--- config.mk ---
export PLATFORM = sky130hd
export DESIGN_NAME = digital_clock_param_flat
export DESIGN_NICKNAME = d
export VERILOG_FILES = /design/src/rtl/digital_clock_param_if.sv /design/src/rtl/digital_clock_param.sv /design/src/flat_wrapper.sv
export SDC_FILE = /design/constraint.sdc
export NUM_CORES = 1
export LEC_CHECK = 0
export CAP_MARGIN = 20
export CELL_PAD_IN_SITES_DETAIL_PLACEMENT = 2
export CELL_PAD_IN_SITES_GLOBAL_PLACEMENT = 2
export CORE_MARGIN = 2
export CORE_UTILIZATION = 34
export CTS_CLUSTER_DIAMETER = 200
export DETAILED_ROUTE_END_ITERATION = 8
export PLACE_DENSITY_LB_ADDON = 0.1
export SLEW_MARGIN = 20
export SYNTH_ARGS = -nofsm -noshare
export SYNTH_HDL_FRONTEND = slang
export SYNTH_SLANG_ARGS = --single-unit
--- constraint.sdc ---
create_clock -name CLK -period 8.7 [get_ports CLK]
set_input_delay 0.87 -clock CLK [delete_from_list [all_inputs] [get_ports CLK]]
set_output_delay 0.87 -clock CLK [all_outputs]
set_load 0.005 [all_outputs]
--- src/rtl/digital_clock_param_if.sv ---
// Control, load and display signals of the BCD time-of-day counter.
// master = controller/display side, slave = the counter itself.
interface digital_clock_param_if;
  logic        ENABLE;
  logic        MODE_12H;
  logic        LOAD;
  logic [23:0] LD_TIME;
  logic        ALM_WR;
  logic [15:0] ALM_TIME;
  logic        ALM_EN;
  logic        ALM_CLR;
  logic [3:0]  sec0, sec1, min0, min1, hour0, hour1;
  logic [3:0]  DISP_H1, DISP_H0;
  logic        PM;
  logic        TICK;
  logic        ALARM;
  logic        LOAD_ERR;

  modport master (
    output ENABLE, MODE_12H, LOAD, LD_TIME, ALM_WR, ALM_TIME, ALM_EN, ALM_CLR,
    input  sec0, sec1, min0, min1, hour0, hour1, DISP_H1, DISP_H0, PM, TICK, ALARM, LOAD_ERR
  );

  modport slave (
    input  ENABLE, MODE_12H, LOAD, LD_TIME, ALM_WR, ALM_TIME, ALM_EN, ALM_CLR,
    output sec0, sec1, min0, min1, hour0, hour1, DISP_H1, DISP_H0, PM, TICK, ALARM, LOAD_ERR
  );
endinterface

--- src/rtl/digital_clock_param.sv ---
// BCD 24h time-of-day counter advanced once per CLK_DIV system clocks, with validated load,
// HH:MM sticky alarm and 12h display mapping; time/TICK/LOAD_ERR/ALARM update on the next edge.
module digital_clock_param #(
  parameter int CLK_DIV = 50000000
) (
  input logic                  CLK,
  input logic                  RESET_N,
  digital_clock_param_if.slave bus
);
  localparam int PW = $clog2(CLK_DIV);
  localparam logic [PW-1:0] LAST = PW'(CLK_DIV - 1);

  logic [PW-1:0] presc;
  logic [3:0]    s0, s1, m0, m1, h0, h1;
  logic [3:0]    n_s0, n_s1, n_m0, n_m1, n_h0, n_h1;
  logic [15:0]   alm;
  logic          tick_q, alarm_q, err_q;
  logic          adv, ld_ok, alm_ok, ld_take, alm_hit;
  logic [4:0]    hr_bin, disp_bin;
  logic [3:0]    disp_h1, disp_h0;

  function automatic logic hm_valid(input logic [15:0] t);
    return (t[15:12] <= 4'd2) && (t[11:8] <= 4'd9) && (t[7:4] <= 4'd5) && (t[3:0] <= 4'd9) &&
           ((t[15:12] < 4'd2) || (t[11:8] <= 4'd3));
  endfunction

  assign adv     = bus.ENABLE && (presc == LAST);
  assign ld_ok   = hm_valid(bus.LD_TIME[23:8]) && (bus.LD_TIME[7:4] <= 4'd5) && (bus.LD_TIME[3:0] <= 4'd9);
  assign alm_ok  = hm_valid(bus.ALM_TIME);
  assign ld_take = bus.LOAD && ld_ok;

  // Full ripple of the one-second advance, so 23:59:59 wraps to 00:00:00 in a single edge.
  always_comb begin
    n_s0 = s0; n_s1 = s1; n_m0 = m0; n_m1 = m1; n_h0 = h0; n_h1 = h1;
    if (s0 != 4'd9) n_s0 = s0 + 4'd1;
    else begin
      n_s0 = 4'd0;
      if (s1 != 4'd5) n_s1 = s1 + 4'd1;
      else begin
        n_s1 = 4'd0;
        if (m0 != 4'd9) n_m0 = m0 + 4'd1;
        else begin
          n_m0 = 4'd0;
          if (m1 != 4'd5) n_m1 = m1 + 4'd1;
          else begin
            n_m1 = 4'd0;
            if (h1 == 4'd2 && h0 == 4'd3) begin
              n_h1 = 4'd0;
              n_h0 = 4'd0;
            end else if (h0 == 4'd9) begin
              n_h0 = 4'd0;
              n_h1 = h1 + 4'd1;
            end else n_h0 = h0 + 4'd1;
          end
        end
      end
    end
  end

  // Only a genuine advance can raise the alarm; a LOAD landing on the alarm time cannot.
  assign alm_hit = adv && !ld_take && bus.ALM_EN && (n_s1 == 4'd0) && (n_s0 == 4'd0) &&
                   ({n_h1, n_h0, n_m1, n_m0} == alm);

  always_ff @(posedge CLK or negedge RESET_N) begin
    if (!RESET_N) begin
      presc   <= '0;
      s0 <= '0; s1 <= '0; m0 <= '0; m1 <= '0; h0 <= '0; h1 <= '0;
      alm     <= '0;
      tick_q  <= 1'b0;
      alarm_q <= 1'b0;
      err_q   <= 1'b0;
    end else begin
      if (ld_take) begin
        presc <= '0;
        {h1, h0, m1, m0, s1, s0} <= bus.LD_TIME;
      end else if (bus.ENABLE) begin
        presc <= adv ? '0 : presc + 1'b1;
        if (adv) {h1, h0, m1, m0, s1, s0} <= {n_h1, n_h0, n_m1, n_m0, n_s1, n_s0};
      end
      if (bus.ALM_WR && alm_ok) alm <= bus.ALM_TIME;
      tick_q  <= adv && !ld_take;
      alarm_q <= alm_hit || (alarm_q && !bus.ALM_CLR);
      err_q   <= (bus.LOAD && !ld_ok) || (bus.ALM_WR && !alm_ok);
    end
  end

  assign hr_bin = 5'(h1) * 5'd10 + 5'(h0);

  always_comb begin
    disp_bin = hr_bin;
    if (hr_bin == 5'd0) disp_bin = 5'd12;
    else if (hr_bin > 5'd12) disp_bin = hr_bin - 5'd12;
    if (!bus.MODE_12H) begin
      disp_h1 = h1;
      disp_h0 = h0;
    end else if (disp_bin >= 5'd10) begin
      disp_h1 = 4'd1;
      disp_h0 = 4'(disp_bin - 5'd10);
    end else begin
      disp_h1 = 4'd0;
      disp_h0 = 4'(disp_bin);
    end
  end

  assign bus.sec0     = s0;
  assign bus.sec1     = s1;
  assign bus.min0     = m0;
  assign bus.min1     = m1;
  assign bus.hour0    = h0;
  assign bus.hour1    = h1;
  assign bus.DISP_H1  = disp_h1;
  assign bus.DISP_H0  = disp_h0;
  assign bus.PM       = bus.MODE_12H && (hr_bin >= 5'd12);
  assign bus.TICK     = tick_q;
  assign bus.ALARM    = alarm_q;
  assign bus.LOAD_ERR = err_q;
endmodule

--- src/flat_wrapper.sv ---
// flat-port wrapper written by rule: the top's interface ports become plain ports
module digital_clock_param_flat 
#(
  parameter int CLK_DIV = 50000000
)
  (CLK, RESET_N, bus_ENABLE, bus_MODE_12H, bus_LOAD, bus_LD_TIME, bus_ALM_WR, bus_ALM_TIME, bus_ALM_EN, bus_ALM_CLR, bus_sec0, bus_sec1, bus_min0, bus_min1, bus_hour0, bus_hour1, bus_DISP_H1, bus_DISP_H0, bus_PM, bus_TICK, bus_ALARM, bus_LOAD_ERR);
  digital_clock_param_if bus_i ();
  input logic CLK;
  input logic RESET_N;
  input wire logic [$bits(bus_i.ENABLE)-1:0] bus_ENABLE;
  input wire logic [$bits(bus_i.MODE_12H)-1:0] bus_MODE_12H;
  input wire logic [$bits(bus_i.LOAD)-1:0] bus_LOAD;
  input wire logic [$bits(bus_i.LD_TIME)-1:0] bus_LD_TIME;
  input wire logic [$bits(bus_i.ALM_WR)-1:0] bus_ALM_WR;
  input wire logic [$bits(bus_i.ALM_TIME)-1:0] bus_ALM_TIME;
  input wire logic [$bits(bus_i.ALM_EN)-1:0] bus_ALM_EN;
  input wire logic [$bits(bus_i.ALM_CLR)-1:0] bus_ALM_CLR;
  output wire logic [$bits(bus_i.sec0)-1:0] bus_sec0;
  output wire logic [$bits(bus_i.sec1)-1:0] bus_sec1;
  output wire logic [$bits(bus_i.min0)-1:0] bus_min0;
  output wire logic [$bits(bus_i.min1)-1:0] bus_min1;
  output wire logic [$bits(bus_i.hour0)-1:0] bus_hour0;
  output wire logic [$bits(bus_i.hour1)-1:0] bus_hour1;
  output wire logic [$bits(bus_i.DISP_H1)-1:0] bus_DISP_H1;
  output wire logic [$bits(bus_i.DISP_H0)-1:0] bus_DISP_H0;
  output wire logic [$bits(bus_i.PM)-1:0] bus_PM;
  output wire logic [$bits(bus_i.TICK)-1:0] bus_TICK;
  output wire logic [$bits(bus_i.ALARM)-1:0] bus_ALARM;
  output wire logic [$bits(bus_i.LOAD_ERR)-1:0] bus_LOAD_ERR;
  assign bus_i.ENABLE = bus_ENABLE;
  assign bus_i.MODE_12H = bus_MODE_12H;
  assign bus_i.LOAD = bus_LOAD;
  assign bus_i.LD_TIME = bus_LD_TIME;
  assign bus_i.ALM_WR = bus_ALM_WR;
  assign bus_i.ALM_TIME = bus_ALM_TIME;
  assign bus_i.ALM_EN = bus_ALM_EN;
  assign bus_i.ALM_CLR = bus_ALM_CLR;
  assign bus_sec0 = bus_i.sec0;
  assign bus_sec1 = bus_i.sec1;
  assign bus_min0 = bus_i.min0;
  assign bus_min1 = bus_i.min1;
  assign bus_hour0 = bus_i.hour0;
  assign bus_hour1 = bus_i.hour1;
  assign bus_DISP_H1 = bus_i.DISP_H1;
  assign bus_DISP_H0 = bus_i.DISP_H0;
  assign bus_PM = bus_i.PM;
  assign bus_TICK = bus_i.TICK;
  assign bus_ALARM = bus_i.ALARM;
  assign bus_LOAD_ERR = bus_i.LOAD_ERR;
  digital_clock_param #(.CLK_DIV(CLK_DIV)) u_core (.CLK(CLK), .RESET_N(RESET_N), .bus(bus_i));
endmodule
run_1/cell_classes.png
(4 px per µm) Fill, decap, tap and diode cells in gray.
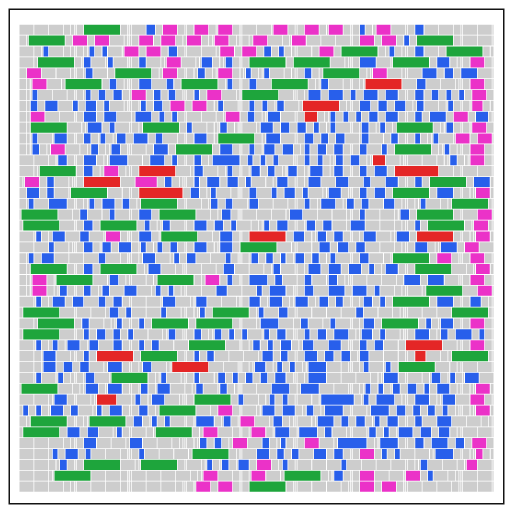
| class | color | cells | share of their area |
|---|---|---|---|
| all other logic | blue | 473 | 51% |
| other buffers and delay cells | magenta | 86 | 15% |
| clock drivers and dummy loads | red | 15 | 5.5% |
| flops | green | 69 | 29% |

run_1/clock_map.png
(4 px per µm)
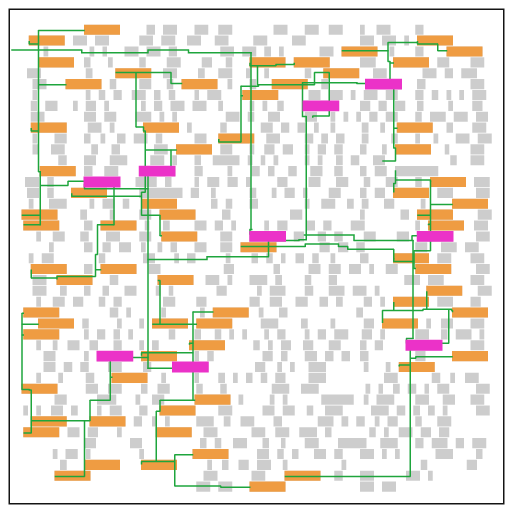
[cells driving clock nets] magenta | count: 9
[clock wires] green | length: 1200 µm
[flip-flops] orange | count: 69
routed clock nets: 10
flops lie: all over the die
clk pwr: 409 µW
Clock Power Share: 37.1%

==> changes_impl.md, run 1 <==
## Implementation

- Outcome: complete, no violations
- Synthesis-to-finish area growth: 26.6%
- Crit path DRT: 7.83 ns
- CP peak stage delay: approximately 0.63 ns
- Data buffer area share: 14.0%
- Hpwl dp: 12400 µm
- Die height: between 100 and 150 µm
- R2r setup slk: ~5.5 ns
- End-of-flow core utilization: 44.1%
- Pleak: 0.00241 µW
- Critical Path Most Common Cell: ha_1
- Grt met1 use: 29.2%
- Routing usage on met2: 39.6%
- DR pass1 iterations: 4
- First-pass GRT wire length: roughly 27000 µm
- AO/OA Area Share: 17.0%
- Achievable clock frequency: 0.190 GHz
- Crit path to: bus_DISP_H0[2]
- WL met3: 665 µm
- Internal: 758 µW
- Post-synth cell types: 71
- M1 wire length: 7650 µm
- Hold Startpoint: u_core.alm[8]
- Largest net degree at the start of global routing: 70
- Max clock buf depth: 2
- XOR/XNOR Area Share: 8.07%
- Worst min path class: register to register
- Placed Cells incl. Taps: just over 800
- Max-slew violations: 0
- TNS Setup: 0 ns
- Hold Crit Endpoint: u_core.alm[8]
- Least-Margin Pin Slew: 0.973 ns
- Cts bufs inserted: 9
- Most frequent cells in the layout: 82 x clkdlybuf4s50_1, 69 x dfrtp_1, 62 x nand2_1
- Worst-case reg-to-reg path depth: 8
- Core area: roughly 14000 µm²
- Die Width: 123 µm
- EDFF count, synth: 0
- Final Hold Viols: 0
- Crit path from: u_core.bus.hour1[0]
- Post-synth top cells: 69 x dfrtp_1, 62 x nand2_1, 57 x nor2_1
- H-tree Lvls: 3
run_1/pdn.png
(3 px per µm) Pins as bars on the die edge.
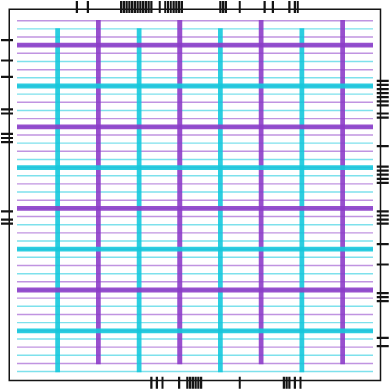
| net | color |
|---|---|
| VSS | cyan |
| VDD | purple |
met1 rails: 44
signal pins: 84
met4 straps: 8
rows: 43

run_1/final_congestion.png
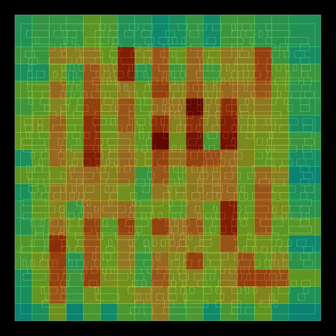

==> run 2: changes to the inputs <==
--- a/config.mk
+++ b/config.mk
@@ -9,7 +9,7 @@
 export CELL_PAD_IN_SITES_DETAIL_PLACEMENT = 2
 export CELL_PAD_IN_SITES_GLOBAL_PLACEMENT = 2
 export CORE_MARGIN = 2
-export CORE_UTILIZATION = 34
+export CORE_UTILIZATION = 29
 export CTS_CLUSTER_DIAMETER = 200
 export DETAILED_ROUTE_END_ITERATION = 8
 export PLACE_DENSITY_LB_ADDON = 0.1
==> constraint.sdc (replaced) <==
create_clock -name CLK -period 4.5 [get_ports CLK]
set_input_delay 0.45 -clock CLK [delete_from_list [all_inputs] [get_ports CLK]]
set_output_delay 0.45 -clock CLK [all_outputs]
set_load 0.005 [all_outputs]
run_2/final_congestion.png
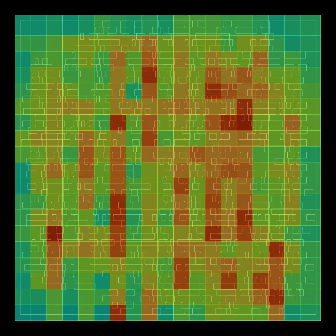
Global Route met3 Usage: 3.69%
grt met1 use: 25.9%
routing usage on met2: 36.7%

run_2/pdn.png
(3 px per µm) Pins as bars on the die edge.
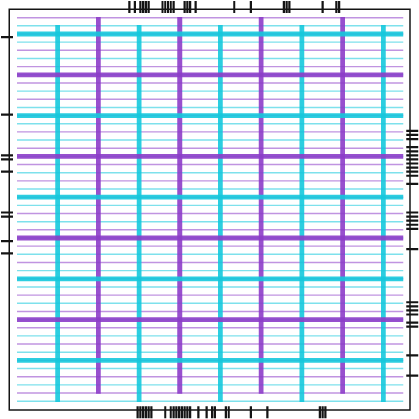
| net | color |
|---|---|
| VDD | purple |
| VSS | cyan |
signal pins: 84
met5 straps: 9

==> run 2 against run 1 <==
Net effect:
- synthesized area unchanged
- sequential share of layout area is 0.64 points lower
- count of clock-buffer cells in the layout rose by 2
- first-iteration DRC count increased by 31%
- critical path depth decreased by 2
- combinational power rose by 100%
- cell area up 2.5%
- cell count is 5.8% higher
- sequential cell count stayed put
- critical path type unchanged
- largest cell class unchanged
- highest routed layer unchanged
==> changes_impl.md, run 2 <==
## Implementation

- Least-Margin Pin Slew: 0.720 ns (-0.252 ns)
- DR pass1 iterations: 4 (unchanged)
- Cts bufs inserted: 9 (unchanged)
- EDFF count, synth: 0 (unchanged)
- CP peak stage delay: 0.66 ns (+0.03 ns)
- Pleak: 0.00244 µW (+1.3%)
- AO/OA Area Share: 17.0% (unchanged)
- Clock Power Share: 35.0% (-2.1 points)
- Final Hold Viols: 0 (unchanged)
- Die Width: 133 µm (+8.0%)
- Worst-case reg-to-reg path depth: 8 (unchanged)
- Hpwl dp: 13500 µm (+8.7%)
- Crit path to: bus_DISP_H0[1]
- Core area: 16500 µm² (+19%)
- Data buffer area share: 14.5% (+0.54 points)
- H-tree Lvls: 3 (unchanged)
- Most frequent cells in the layout: 81 x clkdlybuf4s50_1, 67 x dfrtp_1, 62 x nand2_1
- Outcome: complete, no violations
- Critical Path Most Common Cell: ha_1
- Clk pwr: 733 µW (+79%)
- Post-synth top cells: 69 x dfrtp_1, 62 x nand2_1, 57 x nor2_1
- Largest net degree at the start of global routing: 45 (-36%)
- Internal: 1430 µW (+89%)
- XOR/XNOR Area Share: 8.07% (unchanged)
- R2r setup slk: 1.15 ns (-4.38 ns)
- Max clock buf depth: 2 (unchanged)
- Die height: 133 µm (+8.0%)
- End-of-flow core utilization: 38.1% (-6.0 points)
run_2/clock_map.png
(4 px per µm)
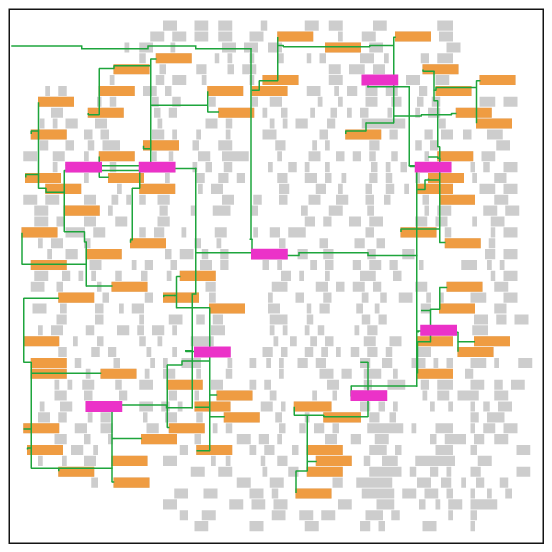

==> run 3: changes to the inputs <==
==> constraint.sdc (replaced) <==
create_clock -name CLK -period 4.5 [get_ports CLK]
set_input_delay 0.45 -clock CLK [delete_from_list [all_inputs] [get_ports CLK]]
set_output_delay 0.45 -clock CLK [all_outputs]
set_load 0.05 [all_outputs]
run_3/clock_map.png
(4 px per µm)
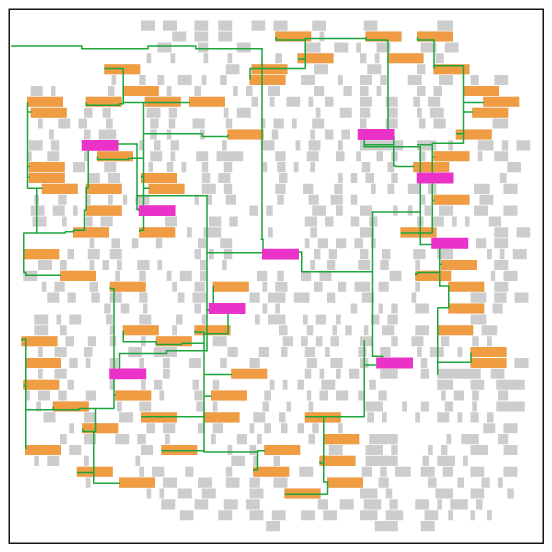
[flip-flops] orange | count: 69
[cells driving clock nets] magenta | count: 9
[clock wires] green | length: 1180 µm
routed clock nets: 10
flops lie: all over the die

run_3/final_congestion.png
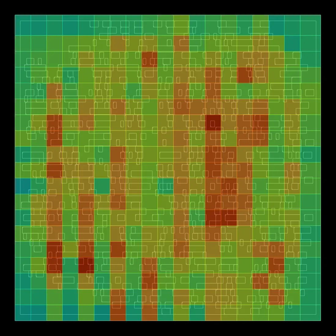
grt met1 use: 26.6%
routing usage on met2: 36.7%
end-of-flow core utilization: 37.8%
Global Route met3 Usage: 3.84%

==> run 3 against run 2 <==
Net effect:
- worst hold slack gained 0.042 ns
- critical path depth grew 2
- critical path type unchanged
- clock power grew 6.0%
- worst setup slack gained 0.19 ns
- sequential cell count is the same
- non-clock buffer count shrank 4
- sequential power grew 0.7%
- cell count shrank 0.34%
- clock skew is essentially flat
- die area is the same
- first-iteration DRC count grew 15%
==> changes_impl.md, run 3 <==
## Implementation

- Core area: 16500 µm² (unchanged)
- # Cells Yosys: 571
- Gr usage total: a little over a fifth
- Combinational Area: between 2000 and 3000 µm²
- EDFF count, synth: 0 (unchanged)
- Inverter count: 22
- Post-Synthesis Cells: around 570
- Wire length per cell: 20.2 µm
- Largest net degree at the start of global routing: 46 (+2.2%)
- Die Width: 133 µm (unchanged)
- Max clock buf depth: 2 (unchanged)
- Adders+Majority by Area: 3.78%
- Met2 routed WL: 8860 µm
- Worst-case reg-to-reg path depth: 8 (unchanged)
- Hpwl dp: 13200 µm (-2.1%)
- Routability congestion estimate: 0.836
- CP peak stage delay: 0.45 ns (-0.21 ns)
- Data buffer area share: 14.4% (-0.16 points)
- Sw power: ~750 µW
- R2r setup slk: 1.33 ns (+0.18 ns)
- Seq area share: 27.8%
- DR pass1 iterations: 4 (unchanged)
- Outcome: complete, no violations
- Least-Margin Pin Slew: 0.762 ns (+0.0422 ns)
- Die height: 133 µm (unchanged)
- Primary FF master, synth: dfrtp_1
- Largest regs: u_core.presc: 26 flops, u_core.alm: 16 flops
- Crit path from: u_core.bus.hour0[1]
- Internal: 1480 µW (+3.5%)
- H-tree Lvls: 3 (unchanged)
- Async S/R FF share, synth: 100%
- Rel. slew slack: 49.2%
- AO/OA Area Share: 17.0% (unchanged)
- Post-Syn Area per Cell: 8.47 µm²
- Seq. pwr: 833 µW
- Clk pwr: 777 µW (+6.0%)
- Clock Power Share: 34.7% (-0.3 points)
- Post-synth top cells: 69 x dfrtp_1, 62 x nand2_1, 57 x nor2_1
- Most frequent cells in the layout: 78 x clkdlybuf4s50_1, 69 x dfrtp_1, 62 x nand2_1
- Synth top cell by count: dfrtp_1
- Critical Path Most Common Cell: ha_1
- Final Hold Viols: 0 (unchanged)
- Cts bufs inserted: 9 (unchanged)
- Crit path to: bus_DISP_H0[2]
- Plain + repair buffers: around 90
- Max cap viols: 0
- Pleak: 0.00245 µW (+0.15%)
- Post-DRT Antenna Nets: 0
- Worst vdd ir: between 200 and 250 µV
- XOR/XNOR Area Share: 8.07% (unchanged)

## Gallery

Where the registers sit.
(4 px per µm) Other sequential cells in the stronger gray, the rest of the logic in the fainter gray.
(a)
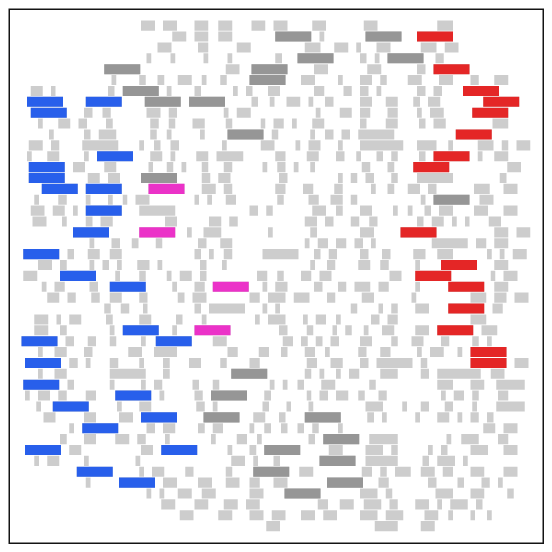
(b)
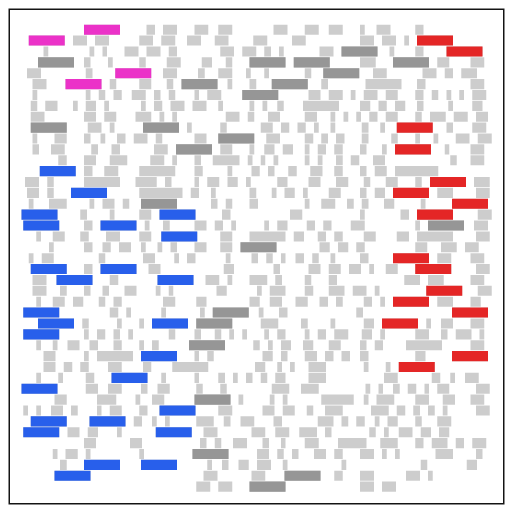
run 3 -> (a)
run 1 -> (b)

Key to (a):
| name in the netlist | color | flops |
|---|---|---|
| `u_core.presc` | blue | 26 |
| `u_core.bus.sec0` | magenta | 4 |
| `u_core.alm` | red | 16 |
not colored: 23

No activity file was given, so power comes from the tool's default toggle rates.
